**src/rtl/hes_pkg.sv**
```systemverilog
// Shared types and helpers for the cipher arbiter slice.
package hes_pkg;

  typedef enum logic [0:0] {
    IDLE,
    LOCKED
  } arb_state_e;

  // Channel-index width; never narrower than one bit.
  function automatic int unsigned ch_w(input int unsigned n);
    return (n < 2) ? 1 : $clog2(n);
  endfunction

endpackage

```
**src/rtl/hes_rr_arbiter.sv**
```systemverilog
// Combinational round-robin picker: first requester at or after rr_ptr wins.
module hes_rr_arbiter
  import hes_pkg::*;
#(
  parameter int unsigned NUM_CH = 4,
  localparam int unsigned CH_W = ch_w(NUM_CH)
) (
  input  logic [NUM_CH-1:0] req,
  input  logic [CH_W-1:0]   rr_ptr,
  output logic [NUM_CH-1:0] grant,
  output logic [CH_W-1:0]   grant_idx,
  output logic              grant_valid
);

  int unsigned idx;

  always_comb begin
    grant       = '0;
    grant_idx   = '0;
    grant_valid = 1'b0;
    idx         = 0;
    for (int unsigned i = 0; i < NUM_CH; i++) begin
      idx = (32'(rr_ptr) + i) % NUM_CH;
      if (!grant_valid && req[idx]) begin
        grant_valid = 1'b1;
        grant[idx]  = 1'b1;
        grant_idx   = CH_W'(idx);
      end
    end
  end

endmodule

```
**src/rtl/hes_cipher_arbiter.sv**
```systemverilog
// Message-granular arbiter in front of a single-context byte cipher, with a
// tag pipeline that labels each cipher result with its channel and last flag.
module hes_cipher_arbiter
  import hes_pkg::*;
#(
  parameter int unsigned NUM_CH  = 4,
  parameter int unsigned TIMEOUT = 16,
  localparam int unsigned CH_W = ch_w(NUM_CH)
) (
  input  logic                  clk,
  input  logic                  reset,
  input  logic [NUM_CH-1:0]     req_valid,
  input  logic [NUM_CH-1:0]     req_sop,
  input  logic [NUM_CH-1:0]     req_eop,
  input  logic [NUM_CH*8-1:0]   req_key,
  input  logic [NUM_CH*8-1:0]   req_data,
  output logic [NUM_CH-1:0]     req_ready,
  output logic                  c_valid_in,
  output logic                  c_new_message,
  output logic [7:0]            c_key,
  output logic [7:0]            c_data_in,
  input  logic                  c_valid_out,
  input  logic [7:0]            c_data_out,
  output logic                  rsp_valid,
  output logic [7:0]            rsp_data,
  output logic [CH_W-1:0]       rsp_ch,
  output logic                  rsp_last,
  output logic                  lock_active,
  output logic [CH_W-1:0]       lock_owner,
  output logic                  abort
);

  localparam int unsigned CNT_W = (TIMEOUT < 2) ? 1 : $clog2(TIMEOUT + 1);

  arb_state_e        state_q, state_d;
  logic [CH_W-1:0]   owner_q, owner_d;
  logic [CH_W-1:0]   rr_ptr_q, rr_ptr_d;
  logic [CNT_W-1:0]  idle_cnt_q, idle_cnt_d;
  logic [CH_W-1:0]   tag_owner_q, tag_owner_d;
  logic              tag_eop_q, tag_eop_d;
  logic              abort_q, abort_d;

  logic [NUM_CH-1:0] arb_req, arb_grant;
  logic [CH_W-1:0]   arb_idx;
  logic              arb_valid;
  logic [CH_W-1:0]   cur_ch;
  logic              xfer, cur_sop, cur_eop;
  logic [7:0]        key_arr  [NUM_CH];
  logic [7:0]        data_arr [NUM_CH];

  for (genvar g = 0; g < NUM_CH; g++) begin : g_unpack
    assign key_arr[g]  = req_key[8*g +: 8];
    assign data_arr[g] = req_data[8*g +: 8];
  end

  function automatic logic [CH_W-1:0] ptr_after(input logic [CH_W-1:0] ch);
    return (32'(ch) == NUM_CH - 1) ? '0 : ch + 1'b1;
  endfunction

  // Only message starts compete; mid-message bytes wait for sop.
  assign arb_req = (state_q == IDLE) ? (req_valid & req_sop) : '0;

  hes_rr_arbiter #(
    .NUM_CH (NUM_CH)
  ) u_rr (
    .req         (arb_req),
    .rr_ptr      (rr_ptr_q),
    .grant       (arb_grant),
    .grant_idx   (arb_idx),
    .grant_valid (arb_valid)
  );

  always_comb begin
    req_ready = '0;
    cur_ch    = owner_q;
    xfer      = 1'b0;
    if (state_q == IDLE) begin
      req_ready = arb_grant;
      cur_ch    = arb_idx;
      xfer      = arb_valid;
    end else begin
      req_ready[owner_q] = 1'b1;
      xfer               = req_valid[owner_q];
    end
    cur_sop       = req_sop[cur_ch];
    cur_eop       = req_eop[cur_ch];
    c_valid_in    = xfer;
    c_new_message = xfer & cur_sop;
    c_key         = xfer ? key_arr[cur_ch] : 8'h00;
    c_data_in     = xfer ? data_arr[cur_ch] : 8'h00;
  end

  always_comb begin
    state_d     = state_q;
    owner_d     = owner_q;
    rr_ptr_d    = rr_ptr_q;
    idle_cnt_d  = idle_cnt_q;
    tag_owner_d = tag_owner_q;
    tag_eop_d   = tag_eop_q;
    abort_d     = 1'b0;
    if (xfer) begin
      tag_owner_d = cur_ch;
      tag_eop_d   = cur_eop;
    end
    case (state_q)
      IDLE: begin
        if (xfer) begin
          if (cur_eop) begin
            rr_ptr_d = ptr_after(cur_ch);
          end else begin
            state_d    = LOCKED;
            owner_d    = cur_ch;
            idle_cnt_d = '0;
          end
        end
      end
      LOCKED: begin
        if (xfer) begin
          idle_cnt_d = '0;
          if (cur_eop) begin
            state_d  = IDLE;
            rr_ptr_d = ptr_after(owner_q);
          end
        end else begin
          idle_cnt_d = idle_cnt_q + 1'b1;
          // A stalled owner would otherwise hold the cipher forever.
          if (TIMEOUT != 0 && 32'(idle_cnt_d) == TIMEOUT) begin
            state_d    = IDLE;
            abort_d    = 1'b1;
            rr_ptr_d   = ptr_after(owner_q);
            idle_cnt_d = '0;
          end
        end
      end
      default: state_d = IDLE;
    endcase
  end

  always_ff @(posedge clk or posedge reset) begin
    if (reset) begin
      state_q     <= IDLE;
      owner_q     <= '0;
      rr_ptr_q    <= '0;
      idle_cnt_q  <= '0;
      tag_owner_q <= '0;
      tag_eop_q   <= 1'b0;
      abort_q     <= 1'b0;
    end else begin
      state_q     <= state_d;
      owner_q     <= owner_d;
      rr_ptr_q    <= rr_ptr_d;
      idle_cnt_q  <= idle_cnt_d;
      tag_owner_q <= tag_owner_d;
      tag_eop_q   <= tag_eop_d;
      abort_q     <= abort_d;
    end
  end

  assign rsp_valid   = c_valid_out;
  assign rsp_data    = c_data_out;
  assign rsp_ch      = tag_owner_q;
  assign rsp_last    = tag_eop_q;
  assign lock_active = (state_q == LOCKED);
  assign lock_owner  = owner_q;
  assign abort       = abort_q;

endmodule

```
**config.mk**
```make
export PLATFORM = sky130hd
export DESIGN_NAME = hes_cipher_arbiter
export DESIGN_NICKNAME = d
export VERILOG_FILES = /design/src/rtl/hes_pkg.sv /design/src/rtl/hes_rr_arbiter.sv /design/src/rtl/hes_cipher_arbiter.sv
export SDC_FILE = /design/constraint.sdc
export NUM_CORES = 1
export LEC_CHECK = 0
export ABC_AREA = 1
export ABC_CLOCK_PERIOD_IN_PS = 4100
export CAP_MARGIN = 20
export CORE_UTILIZATION = 39
export CTS_CLUSTER_SIZE = 16
export DETAILED_ROUTE_END_ITERATION = 16
export PLACE_DENSITY = 0.81
export SYNTH_ARGS = -nofsm -noshare
export SYNTH_HDL_FRONTEND = slang
export SYNTH_HIERARCHICAL = 1
export SYNTH_SLANG_ARGS = --single-unit
```
**constraint.sdc**
```tcl
create_clock -name clk -period 4.1 [get_ports clk]
set_clock_uncertainty 0.05 [all_clocks]
set_input_delay 0.615 -clock clk [delete_from_list [all_inputs] [get_ports clk]]
set_output_delay 0.615 -clock clk [all_outputs]
set_load 0.01 [all_outputs]
```
io_fan.png
Drawn at 4 px/µm.
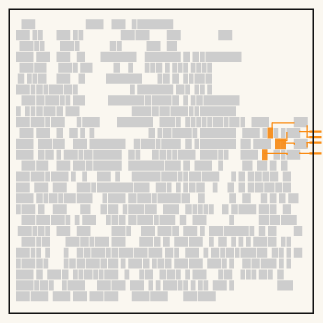
[req_ready] orange | bits: 4 | direction: output | end cells: 4 | buffers: 4 | wire: 31.5 µm
IO Port Bufs: 106
IO Pins: 125

cell_density.png
Drawn at 4 px/µm. The die is cut into 8 by 8 equal tiles; dark purple is low, yellow is high, 0 to 100% covered.
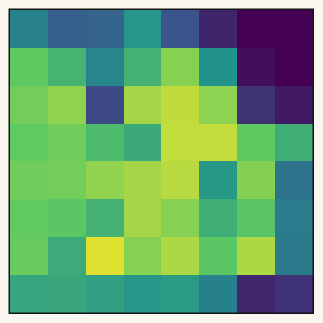
emptiest ninth of the die: north-east
tiles over 75% full: 41%
mean over tiles: 59%
nearly empty tiles: 4.7%
Core Util at FP: 40.88%
core area: 5172 µm²

logic_types.png
Drawn at 6 px/µm.
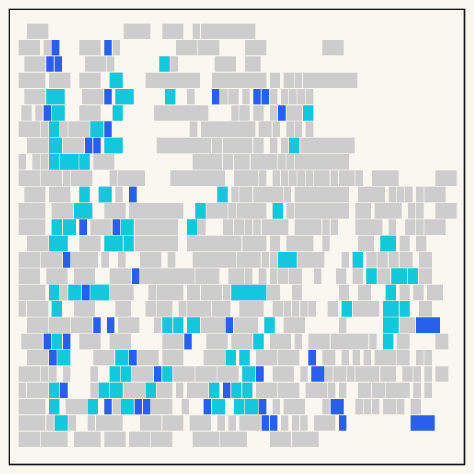
[aoi and oai cells] cyan | cells: 74 | where: spread over the die
[nor cells] blue | cells: 44
non-filler instance count after layout: 525
most numerous logic cell after layout: clkdlybuf4s50_1

flops_by_reg.png
Drawn at 4 px/µm. Other sequential cells in the stronger grey, the rest of the logic in the fainter grey.
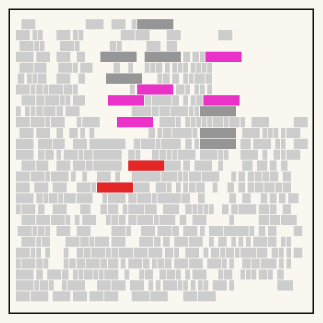
[lock_owner] red | flops: 2
[idle_cnt_q] magenta | flops: 5
Seq area share: 10.19%
Register Area: 350.3 µm²

clocks.png
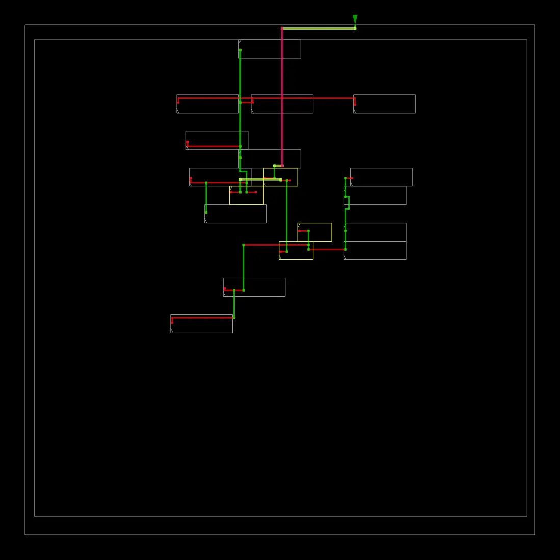
Clk. pwr: 0.135 mW
worst skew pair latency: 240 ps
TritonCTS Sinks: 14
flip-flops: 14
clock buffer count: 4

[metrics by stage]
| step | instance area, µm² | worst slack [ps] | util (%) | power, mW |
|---|---|---|---|---|
| floorplan | 2115 | 960.1 | - | 2.254 |
| global placement | 3228 | -28.39 | 62.41 | 3.297 |
| detailed placement | 3228 | -103.0 | 62.41 | 3.353 |
| CTS | 3288 | 7.955 | 63.57 | 3.518 |
| global route | 3437 | -6.765 | 66.45 | 4.047 |
| finish | 3437 | 242.0 | 66.45 | 3.712 |
[registers in the layout, summed over array words and instances, names as in the netlist]
signal / flops
lock_active: 1
rr_ptr_q: 2
abort: 1
idle_cnt_q: 5
rsp_ch: 2
rsp_last: 1
lock_owner: 2
[critical path: cells and delay by family]
family                 cells  cell delay (ps)
and+or+nand+nor            9              740
AOI/OAI and AO/OA          3              530
buffers and inverters      9             1290
[layout make-up]
class / count / area, µm²
repair buffers: 127 / 1328
well taps: 70 / 87.58
multi-input cells: 271 / 1465
flip-flops and latches: 14 / 350.3
clock buffers: 4 / 55.05
fillers: 420 / 1735
inverters: 39 / 151.4
[power breakdown]
part | internal (mW) | switching, mW | total (mW)
Combinational | 1.49 | 1.84 | 3.33
Sequential | 0.192 | 0.0540 | 0.246
Clock | 0.0850 | 0.0503 | 0.135
[kinds of logic after synthesis]
family / synth area share, %
fa+ha+maj: 5.917
compound gates: 21.48
buf+inv: 15.68
simple gates: 40.36
flops: 16.57
[cells in the mapped netlist (all sizes together)]
cell type,instances
nand3b,1
clkbuf,1
buf,24
o22ai,17
o21ai,43
a21oi,10
inv,39
a21boi,4
nand4,8
nand2,100
nand3,33
ha,10
dfrtp,14
o21a,1
nor2,44
==> flow_summary.json <==
{
  "postCtsSetupRepairBufs": 0,
  "ir_drop_uv": 684.8,
  "warnings": 33,
  "antenna_left": 0,
  "slew_headroom_pct": 64.74,
  "die_w_um": 75.64,
  "holdPathStages": 2,
  "synth_cell_types": 27,
  "diodes": 0,
  "synthTopCellsByArea": "dfrtp_1 17%, nand2_1 15%, nor2_1 7.6%",
  "cts.path.max_buffers": 2,
  "slew_viol_final": 0,
  "routabilityCongestion": 0.9359,
  "setup_violations": 0,
  "synth_seq_share_pct": 16.57,
  "grt_max_degree": 33,
  "hp-start": "rsp_ch[0]",
  "fin_setup_tns_ps": 0,
  "nets": 553,
  "path_clk_slew_ps": 60,
  "regToRegSetupSlack_ps": 1260,
  "cap_violations": 0,
  "syn_area_per_cell_um2": 6.059,
  "crit_type": "in2out",
  "overflow": 0,
  "wl_met1_mm": 2.725,
  "cts_tree": "built",
  "r2r_end": "idle_cnt_q[0]",
  "post-route-period-util_pct": 94.10,
  "drt_iter0_markers": 135,
  "endpoint": "c_key[3]",
  "final_cell_mix": "89 x clkdlybuf4s50_1, 82 x nand2_1, 40 x nor2_1",
  "status": "finished clean",
  "p_per_area_nw_per_um2": 1080,
  "cp.required_ps": 3430,
  "worstPathCellList": "clkdlybuf4s50_1, nand2_1, nor2_1, inv_1, nand2_2, nand2_1, nand2_1, nand2_4, inv_2, nand3_1, nand3_1, inv_1, o21ai_4, buf_6, buf_6, buf_4, o21ai_0, o22ai_1, nand2_1, inv_1, dlymetal6s2s_1"
}
Power and IR drop assume default switching activity.
